Design if_fetch_unit, sky130hd; sources not shown.
Fig. 1: run 1, routed metal, one colour a layer
Bar = 50 µm.
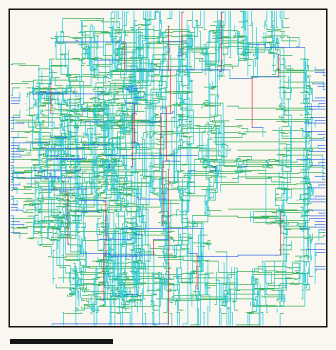
Key: red = met4 [wire length 471 µm]; cyan = met2 [wire length 10,600 µm]; green = met1 [wire length 9,250 µm]; blue = met3 [wire length 1,170 µm]
Tot GR Track Use: 19.0%
Routed Wire Length: 21,500 µm
DR WL/cell: 15.4 µm
DR vias: 6,972

Fig. 2: run 1, layout detail
Bar = 5 µm. Region (67, 97) to (87, 117) µm. Cells in grey, sequential cells in the stronger grey; small squares are vias.
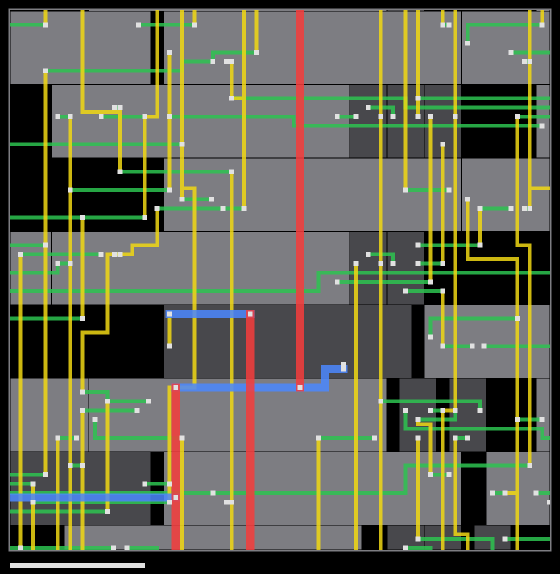
Key: yellow = met2; green = met1; blue = met3; red = met4
15 logic cells have their middle in the window. Sequential cells in the window: 6. Most frequent: nand2_1 (7), edfxtp_1 (6), clkbuf_16 (2).

Fig. 3: run 1, where the registers sit
Bar = 50 µm.
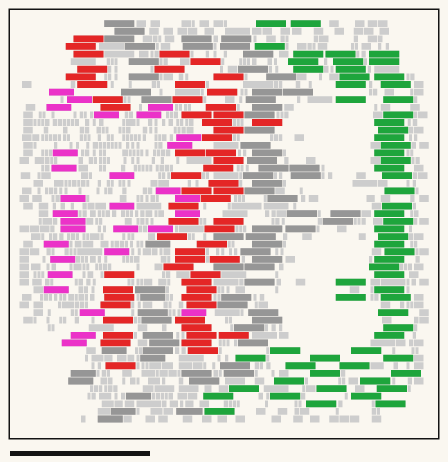
Key: magenta = `imem_req_addr` [sequential cells 30]; red = `tag_pc` [sequential cells 60]; green = `q_inst` [sequential cells 64]
Another 70 sequential cells are not coloured.
sequential group power: 1880 µW
sequential portion of the cell area: 52.5%

==> job_summary.md, run 1 <==
## Synthesis and layout report

| Metric | Value |
|---|---|
| Synth Area in Adders | `1.23%` |
| Compound-cell area share of the yosys netlist | `4.33%` |
| Status | `completed` |
| Master cell of the clock root buffer | `clkbuf_16` |
| Global-route wire length before repair | `35,400 µm` |
| Worst setup slack after layout | `1.90 ns` |
| Int Power | `3190 µW` |
| Antenna Cells | `0` |
| Synth cell count leaders | `nand2_1 (377), edfxtp_1 (184), nand3_1 (75)` |
| Placeable core region | `0.0212 mm²` |
| Pin slew with the least headroom to its limit | `1.05 ns` |
| Fraction of met3 tracks used by global routing | `2.49%` |
| TritonCTS clock tree | `yes` |
| Die extent in x | `153 µm` |
| Flip-flop count of the largest register, all copies and words added | `64` |
| Combinational fraction of design power | `29.8%` |
| XOR/XNOR share of the synthesized area | `1.08%` |
| Crit Path Category | `in2out` |
| Total buffers and inverters traversed by the critical path | `2` |
| Number of enable-type register cells in the synthesized netlist | `184` |
==> run 1: cells in the final DEF, fill, tap and decap left out <==
| cell type | instances |
|---|---|
| clkinv_2 | 5 |
| clkinv_1 | 3 |
| clkbuf_1 | 5 |
| edfxtp_1 | 184 |
| nor3_1 | 1 |
| clkbuf_8 | 4 |
| o21ai_0 | 10 |
| ha_1 | 8 |
| nand3_1 | 75 |
| bufinv_16 | 3 |
| dfrtp_2 | 1 |
| clkinv_4 | 2 |
| nor2_4 | 5 |
| buf_4 | 7 |
| clkdlybuf4s50_1 | 167 |
| inv_2 | 3 |
| buf_12 | 1 |
| nor2_1 | 37 |
| nor3_2 | 1 |
| conb_1 | 4 |
| and2_1 | 2 |
| o211ai_1 | 1 |
| inv_1 | 50 |
| a21oi_1 | 61 |
| nand3_2 | 2 |
| o21bai_1 | 7 |
| or2_2 | 1 |
| buf_2 | 1 |
| xor2_1 | 7 |
| nand2_2 | 2 |
| nand2_1 | 377 |
| fa_1 | 1 |
| o22ai_1 | 1 |
| dfrtp_1 | 39 |
| nand3b_4 | 1 |
| xnor2_1 | 5 |
| clkinvlp_4 | 1 |
| clkbuf_16 | 25 |
| nor2_2 | 6 |
==> run 1: cell type report <==
cell class / count / area [µm²] / share of cell area, %
multi-input cells: 615 / 2770 / 22.3
inverters: 57 / 219 / 1.76
repair buffers: 176 / 1750 / 14.1
clock buffers: 34 / 699 / 5.62
well taps: 275 / 344 / 2.77
clock inverters: 10 / 131 / 1.06
flip-flops and latches: 224 / 6530 / 52.5
==> run 1: cell families after synthesis <==
| kind of cell | count (synthesis) |
|---|---|
| xor gates and xnor gates | 12 |
| adders and majority gates | 9 |
| AOI/OAI and AO/OA | 80 |
| buffers and inverters | 104 |
| DFF | 224 |
| other | 1 |
| and+or+nand+nor | 510 |
==> inputs of run 2 (changes only) <==
- clock period: 6.8 -> 4.9 ns (I/O delays scaled with it)
Fig. 4: run 2, gate families picked out
Bar = 50 µm.
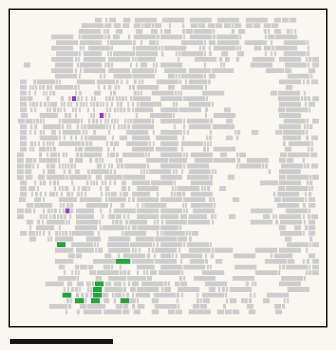
Key: green = adder and majority cells [cells 9, most used ha_1, where south-west]; purple = AND and OR gates [cells 3, most used and2_1]
logic share of the area: 22.2%
Finished Layout Cells: 1,398
Commonest Layout Cell: nand2_1

==> run 2 against run 1 <==
Effect of this change: highest routed layer unchanged; non-clock buffer count is 7 higher; sequential power rose by 37%; cell count up 0.50%; critical path type unchanged; via count rose by 0.72%; largest cell class unchanged; largest power group unchanged.
==> job_summary.md, run 2 <==
## Synthesis and layout report

| Metric | Value |
|---|---|
| Status | `completed (unchanged)` |
| Number of buffers created by CTS | `24 (unchanged)` |
| DR WL/cell | `15.4 µm (about the same)` |
| Flip-flop count of the largest register, all copies and words added | `64 (unchanged)` |
| Pin slew with the least headroom to its limit | `0.883 ns (was 1.05 ns)` |
| Total buffers and inverters traversed by the critical path | `2 (unchanged)` |
| Worst setup slack after layout | `0.680 ns (was 1.90 ns)` |
| Final tally of setup violations | `0 (unchanged)` |
| DR vias | `7,022 (was 6,972)` |
| Crit path cell chain | `clkdlybuf4s50_1 -> nor3_1 -> o21ai_0 -> fa_1 -> nand3_1 -> nor2_1 -> clkdlybuf4s50_1 (unchanged)` |
| Routed Wire Length | `21,500 µm (about the same)` |
| Compound-cell area share of the yosys netlist | `4.33% (unchanged)` |
| Setup crit start kind | `primary input (unchanged)` |
| Post-synth ARST share | `17.9% (unchanged)` |
| Synthesized instance count | `940 (unchanged)` |
| Slew headroom | `41.1% (was 30.2%)` |
| Synth cell count leaders | `nand2_1 (377), edfxtp_1 (184), nand3_1 (75) (unchanged)` |
| Antenna Cells | `0 (unchanged)` |
| XOR/XNOR share of the synthesized area | `1.08% (unchanged)` |
| Die extent in x | `153 µm (unchanged)` |
| Depth of the worst register-to-register path | `9 (was 8)` |
| Hpwl dp | `13,800 µm (was 13,900 µm)` |
| Crit Path Category | `in2out (unchanged)` |
| TritonCTS clock tree | `yes (unchanged)` |
| Number of enable-type register cells in the synthesized netlist | `184 (unchanged)` |
| Number of hold-repair buffers added at the cts stage | `0 (unchanged)` |
| Placeable core region | `0.0212 mm² (unchanged)` |
| Global-route wire length before repair | `35,600 µm (was 35,400 µm)` |
| Setup_tns | `0 ns (unchanged)` |
| Tot GR Track Use | `19.1% (was 19.0%)` |
| Commonest cells after routing, fill and taps aside | `nand2_1 (377), edfxtp_1 (184), clkdlybuf4s50_1 (167) (unchanged)` |
run 2: cell counts after synthesis:
No cell type changed its count.
run 2: layout make-up:
cell class	count	area, µm²	area share [%]
Tap cell	275	344	2.75
Clock inverter	10	149	1.19
Multi-Input combinational cell	615	2770	22.2
Inverter	57	219	1.75
Timing Repair Buffer	183	1820	14.6
Sequential cell	224	6530	52.2
Clock buffer	34	669	5.35
run 2: worst reg2reg max path: cells and delay by family, from the launching register on:
kind | cells | cell delay, ns
buf+inv | 3 | 0.63
compound gates | 1 | 0.18
flops | 1 | 0.42
simple gates | 3 | 0.58
xor+xnor | 1 | 0.27
fa+ha+maj | 1 | 0.46
run 2: kinds of logic (layout without fill, tap and decap cells):
logic type	count (synthesis)	after routing
AOI/OAI and AO/OA	80	80
xor gates and xnor gates	12	12
adders and majority gates	9	9
buffers and inverters	104	284
DFF	224	224
other	1	4
and+or+nand+nor	510	510
run 2: layer usage:
layer / track usage (%) / up-vias
li1: - / 3438
met1: 25.2 / 3339
met2: 31.1 / 212
met3: 2.43 / 33
met4: 5.77 / 0
met5: - / -
run 2: where the power goes:
part | internal (µW) | switching [µW]
logic | 922 | 1070
clock network | 1160 | 687
registers | 2380 | 192
run 2: through the flow:
step                hold slack (ns)  cell area (µm²)  power [µW]
floorplan                     0.460             9490        3510
global placement              0.512            11600        4540
detailed placement            0.521            11700        4610
CTS                           0.535            12500        6470
global route                  0.556            12500        6810
finish                        0.530            12500        6410
Power is estimated from default activity; no workload was simulated.
